Figure 1. Metal 1 (run 1).
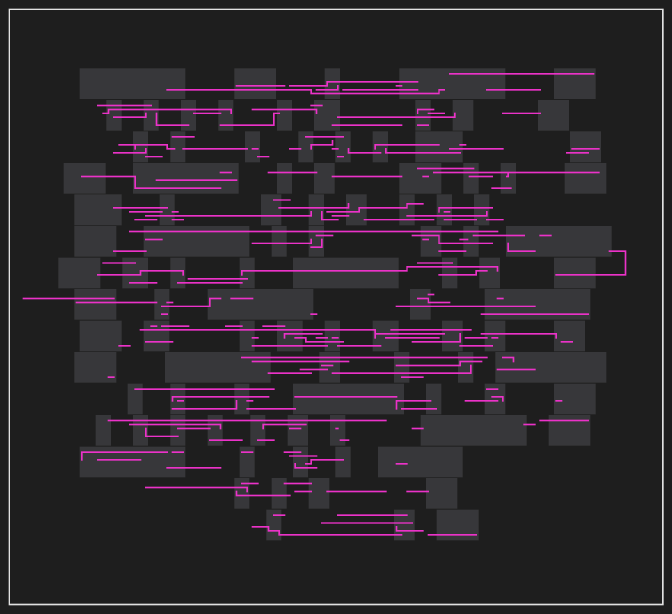
Figure 2. M2 wires (run 1).
Scale bar: 20 µm.
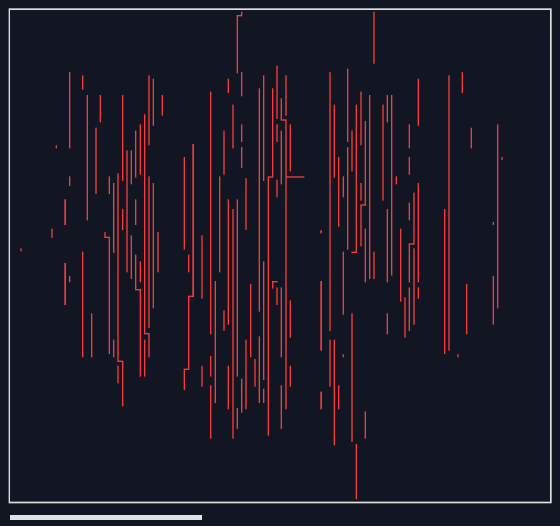
Figure 3. Metal 3 (run 1).
Scale bar: 20 µm.
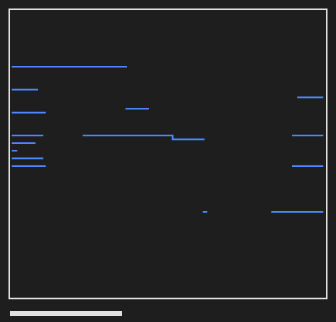
File: config.mk
export PLATFORM = sky130hd
export DESIGN_NAME = jk_down_ctr
export DESIGN_NICKNAME = d
export VERILOG_FILES = /design/src/rtl/jk_ctr_pkg.sv /design/src/rtl/jk_ff_rn.sv /design/src/rtl/jk_down_ctr.sv
export SDC_FILE = /design/constraint.sdc
export NUM_CORES = 1
export LEC_CHECK = 0
export ABC_AREA = 1
export CAP_MARGIN = 20
export CELL_PAD_IN_SITES_DETAIL_PLACEMENT = 2
export CELL_PAD_IN_SITES_GLOBAL_PLACEMENT = 2
export CORE_ASPECT_RATIO = 0.9
export CORE_MARGIN = 3
export CORE_UTILIZATION = 27
export CTS_BUF_LIST = sky130_fd_sc_hd__clkbuf_16
export DETAILED_ROUTE_END_ITERATION = 7
export GPL_TIMING_DRIVEN = 0
export PLACE_DENSITY = 0.87
export SYNTH_ARGS = -nofsm -noshare
export SYNTH_HDL_FRONTEND = slang
export SYNTH_SLANG_ARGS = --single-unit
File: constraint.sdc
create_clock -name i_clk -period 1.8 [get_ports i_clk]
set_input_delay 0.36 -clock i_clk [delete_from_list [all_inputs] [get_ports i_clk]]
set_output_delay 0.36 -clock i_clk [all_outputs]
set_load 0.02 [all_outputs]
File: src/rtl/jk_ctr_pkg.sv
// Shared definitions for the JK-based counter blocks.
//   state_t  : controller state (IDLE = parked, RUN = counting down)
//   JK_*     : {j,k} input encodings for a single JK flip-flop cell
package jk_ctr_pkg;

   typedef enum logic {
      IDLE = 1'b0,
      RUN  = 1'b1
   } state_t;

   localparam logic [1:0] JK_HOLD   = 2'b00;
   localparam logic [1:0] JK_RESET  = 2'b01;
   localparam logic [1:0] JK_SET    = 2'b10;
   localparam logic [1:0] JK_TOGGLE = 2'b11;

endpackage

File: src/rtl/jk_ff_rn.sv
// Single JK flip-flop with asynchronous active-low clear.
// Ports:
//   i_clk   : rising-edge clock
//   i_rst_n : asynchronous active-low reset, clears o_q to 0
//   i_j     : J input
//   i_k     : K input
//   o_q     : stored bit
module jk_ff_rn
   import jk_ctr_pkg::*;
(
   input  logic i_clk,
   input  logic i_rst_n,
   input  logic i_j,
   input  logic i_k,
   output logic o_q
);

   logic r_q;

   // Classic JK behaviour: hold, clear, set or toggle on each rising edge.
   always_ff @(posedge i_clk or negedge i_rst_n) begin
      if (!i_rst_n) begin
         r_q <= 1'b0;
      end else begin
         case ({i_j, i_k})
            JK_HOLD:   r_q <= r_q;
            JK_RESET:  r_q <= 1'b0;
            JK_SET:    r_q <= 1'b1;
            JK_TOGGLE: r_q <= ~r_q;
            default:   r_q <= r_q;
         endcase
      end
   end

   assign o_q = r_q;

endmodule

File: src/rtl/jk_down_ctr.sv
// Loadable down-counter/timer built from JK flip-flop cells.
// Loads a start value, decrements on enabled clocks while running, pulses
// o_tc for one cycle at terminal count, then either parks at zero
// (one-shot) or reloads the captured start value (periodic divide-by-N).
// Ports:
//   i_clk         : rising-edge clock
//   i_rst_n       : asynchronous active-low reset
//   i_load        : parallel load strobe (wins over counting)
//   i_din         : load value, also captured as the reload value
//   i_en          : count enable while running
//   i_reload_mode : 1 = auto-reload at terminal count, 0 = one-shot
//   o_q           : current count
//   o_tc          : registered terminal-count pulse
//   o_busy        : high while running
module jk_down_ctr
   import jk_ctr_pkg::*;
#(
   parameter int WIDTH = 4
)
(
   input  logic             i_clk,
   input  logic             i_rst_n,
   input  logic             i_load,
   input  logic [WIDTH-1:0] i_din,
   input  logic             i_en,
   input  logic             i_reload_mode,
   output logic [WIDTH-1:0] o_q,
   output logic             o_tc,
   output logic             o_busy
);

   state_t           r_state;
   state_t           w_nextState;
   logic             r_tc;
   logic             w_tcNext;
   logic [WIDTH-1:0] r_reload;
   logic [WIDTH-1:0] w_q;
   logic [WIDTH-1:0] w_j;
   logic [WIDTH-1:0] w_k;
   logic [WIDTH-1:0] w_borrow;
   logic             w_terminal;

   assign w_terminal = (w_q == WIDTH'(1));

   // Borrow chain: a bit flips on decrement only when every lower bit is 0.
   always_comb begin
      logic v_chain;
      v_chain = 1'b1;
      for (int i = 0; i < WIDTH; i++) begin
         w_borrow[i] = v_chain;
         v_chain     = v_chain & ~w_q[i];
      end
   end

   // J/K steering and next-state logic. Load beats counting; a load of 0
   // parks the block in IDLE. Terminal count either parallel-loads the
   // reload value or clears the cells, so zero is never decremented.
   always_comb begin
      w_j         = '0;
      w_k         = '0;
      w_nextState = r_state;
      w_tcNext    = 1'b0;
      if (i_load) begin
         w_j         = i_din;
         w_k         = ~i_din;
         w_nextState = (i_din != '0) ? RUN : IDLE;
      end else if ((r_state == RUN) && i_en) begin
         if (w_terminal) begin
            w_tcNext = 1'b1;
            if (i_reload_mode) begin
               w_j = r_reload;
               w_k = ~r_reload;
            end else begin
               w_j         = '0;
               w_k         = '1;
               w_nextState = IDLE;
            end
         end else begin
            w_j = w_borrow;
            w_k = w_borrow;
         end
      end
   end

   // Controller state and the one-cycle terminal-count pulse.
   always_ff @(posedge i_clk or negedge i_rst_n) begin
      if (!i_rst_n) begin
         r_state <= IDLE;
         r_tc    <= 1'b0;
      end else begin
         r_state <= w_nextState;
         r_tc    <= w_tcNext;
      end
   end

   // Reload value is whatever was last loaded.
   always_ff @(posedge i_clk or negedge i_rst_n) begin
      if (!i_rst_n) begin
         r_reload <= '0;
      end else if (i_load) begin
         r_reload <= i_din;
      end
   end

   // One JK cell per counter bit.
   generate
      for (genvar g = 0; g < WIDTH; g++) begin : g_bit
         jk_ff_rn u_cell (
            .i_clk   (i_clk),
            .i_rst_n (i_rst_n),
            .i_j     (w_j[g]),
            .i_k     (w_k[g]),
            .o_q     (w_q[g])
         );
      end
   endgenerate

   assign o_q    = w_q;
   assign o_tc   = r_tc;
   assign o_busy = (r_state == RUN);

endmodule

==> flow_metrics.tcl, run 1 <==
# yosys + openroad results
set metrics [dict create \
    wl_met1_um 822 \
    nFillCells 250 \
    critical_path_arrival_ps 1360 \
    fin_crit_ps 1720 \
    core-area_mm2 0.00203 \
    clock_cell_area_share_pct 8.80 \
    hold_depth 3 \
    crit_buf_inv 2 \
    pwr-share-comb_pct 32.1 \
    maxPowerGroup "the clock network" \
    clock-root-buffer "clkbuf_16" \
    r2r-start "g_bit[1].u_cell.o_q" \
    p_clk_share_pct 38.0 \
    report.final.setup_viol 0 \
    fp-utilization_pct 30.3 \
    grt_busiest_layer "met2" \
    fmax_ghz 0.581 \
    route.top_layer_used "met4" \
    post-synth-top-count-cell "nand2_1" \
    status "finished, final reports clean" \
    simple_gate_share_pct 40.9 \
    pre_cts_ws_ps 160 \
    insertedDiodeCount 0 \
    power_per_cell_area_mw_per_mm2 1210 \
    comb_power_uw 331 \
    nMultiInputCombCells 62 \
    area_dominant_class "combinational gates" \
    cts_sinks 10 \
    drt_iter0_drc 8 \
    lay_top_count "nand2_1" \
    netlist_area_um2 614 \
    maxCapViolations 0 \
    adder_share_pct 0 \
    xor_area_share_pct 0 \
    startpoint "g_bit[2].u_cell.o_q" \
    p_leak_uw 0.000412 \
    p_sw_uw 334 \
    p_seq_uw 310 \
    synth-edff-count 0 \
]
About Figure 1:
main direction: horizontal
share of all routed wire: 43%
longest straight run: 31.7 µm
nets with wire on the layer: 95
grt met1 use: 17.4%
Via Count: 629
final WL: 1.93 mm

About Figure 2:
main direction: vertical
nets with wire on the layer: 101
wire length on this layer: 987 µm
share of all routed wire: 51%
GRT met2 Usage: 29.8%

About Figure 3:
main direction: horizontal
nets with wire on the layer: 13
met3 usage: 5.56%

Figure 4. Wire density map (run 1).
Scale bar: 20 µm. The die is cut into 11 by 10 equal tiles; dark purple is low, yellow is high, scaled to the fullest tile. Values are wire area over tile area, all layers added.
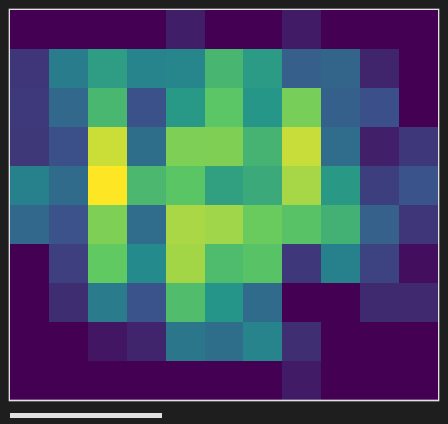

--- run 2 (diff from run 1) ---
Settings changed: CORE_UTILIZATION 27 to 34, DONT_BUFFER_PORTS set to 1, PLACE_DENSITY 0.87 to 0.85.
Figure 5. Wire density map (run 2).
Scale bar: 20 µm. The die is cut into 10 by 9 equal tiles; dark purple is low, yellow is high, scaled to the fullest tile. Values are wire area over tile area, all layers added.
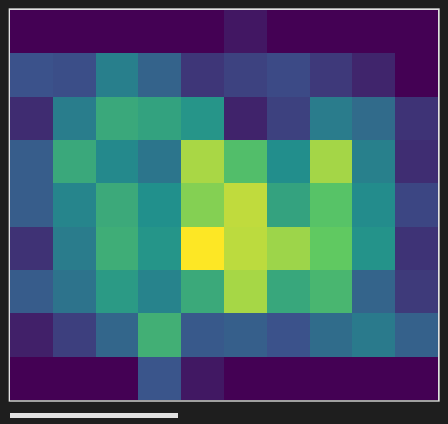
fullest tile: 0.38
nearly empty tiles: 20%
densest ninth of the die: middle
emptiest ninth of the die: top right
final WL: 1.94 mm
Via Count: 578

==> run 2 against run 1 <==
Compared with the run above: sequential share of layout area rose by 4.6 points; flip-flop count did not move; die area fell by 18%; via count fell by 8.1%; first-iteration DRC count did not move; sequential power barely moved; core utilization rose by 4.7 points; fmax rose by 29%; combinational power fell by 21%; synthesized cell count did not move; largest cell class unchanged.
==> flow_metrics.tcl, run 2 <==
# yosys + openroad results
set metrics [dict create \
    use_met3_pct 5.18 \
    critical_path_arrival_ps 1460 \
    xor_area_share_pct 0 \
    clock-root-buffer "clkbuf_16" \
    post-synth-top-count-cell "nand2_1" \
    fmax_ghz 0.750 \
    netlist_area_um2 614 \
    core-area_mm2 0.00156 \
    nFillCells 187 \
    route.top_layer_used "met4" \
    comb_power_uw 263 \
    clock_cell_area_share_pct 10.8 \
    status "finished, final reports clean" \
    p_leak_uw 0.000370 \
    maxCapViolations 0 \
    pre_cts_ws_ps 522 \
    hold_depth 2 \
    simple_gate_share_pct 40.9 \
    r2r-start "o_busy" \
    startpoint "o_busy" \
    insertedDiodeCount 0 \
    p_seq_uw 313 \
    wl_met1_um 799 \
    adder_share_pct 0 \
    lay_top_count "nand2_1" \
    grt_use_met2_pct 37.2 \
    p_sw_uw 333 \
]
Figure 6. Metal 1 (run 2).
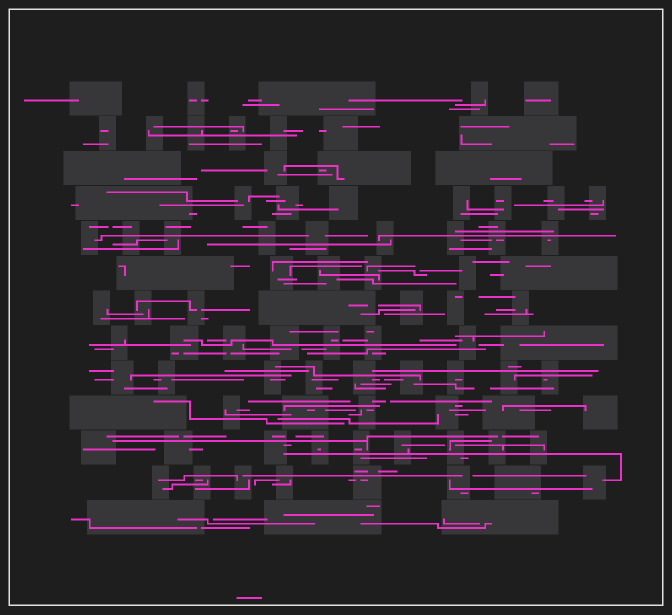
wire length on this layer: 800 µm
nets with wire on the layer: 90
grt met1 use: 24.2%

Power and IR drop assume default switching activity.
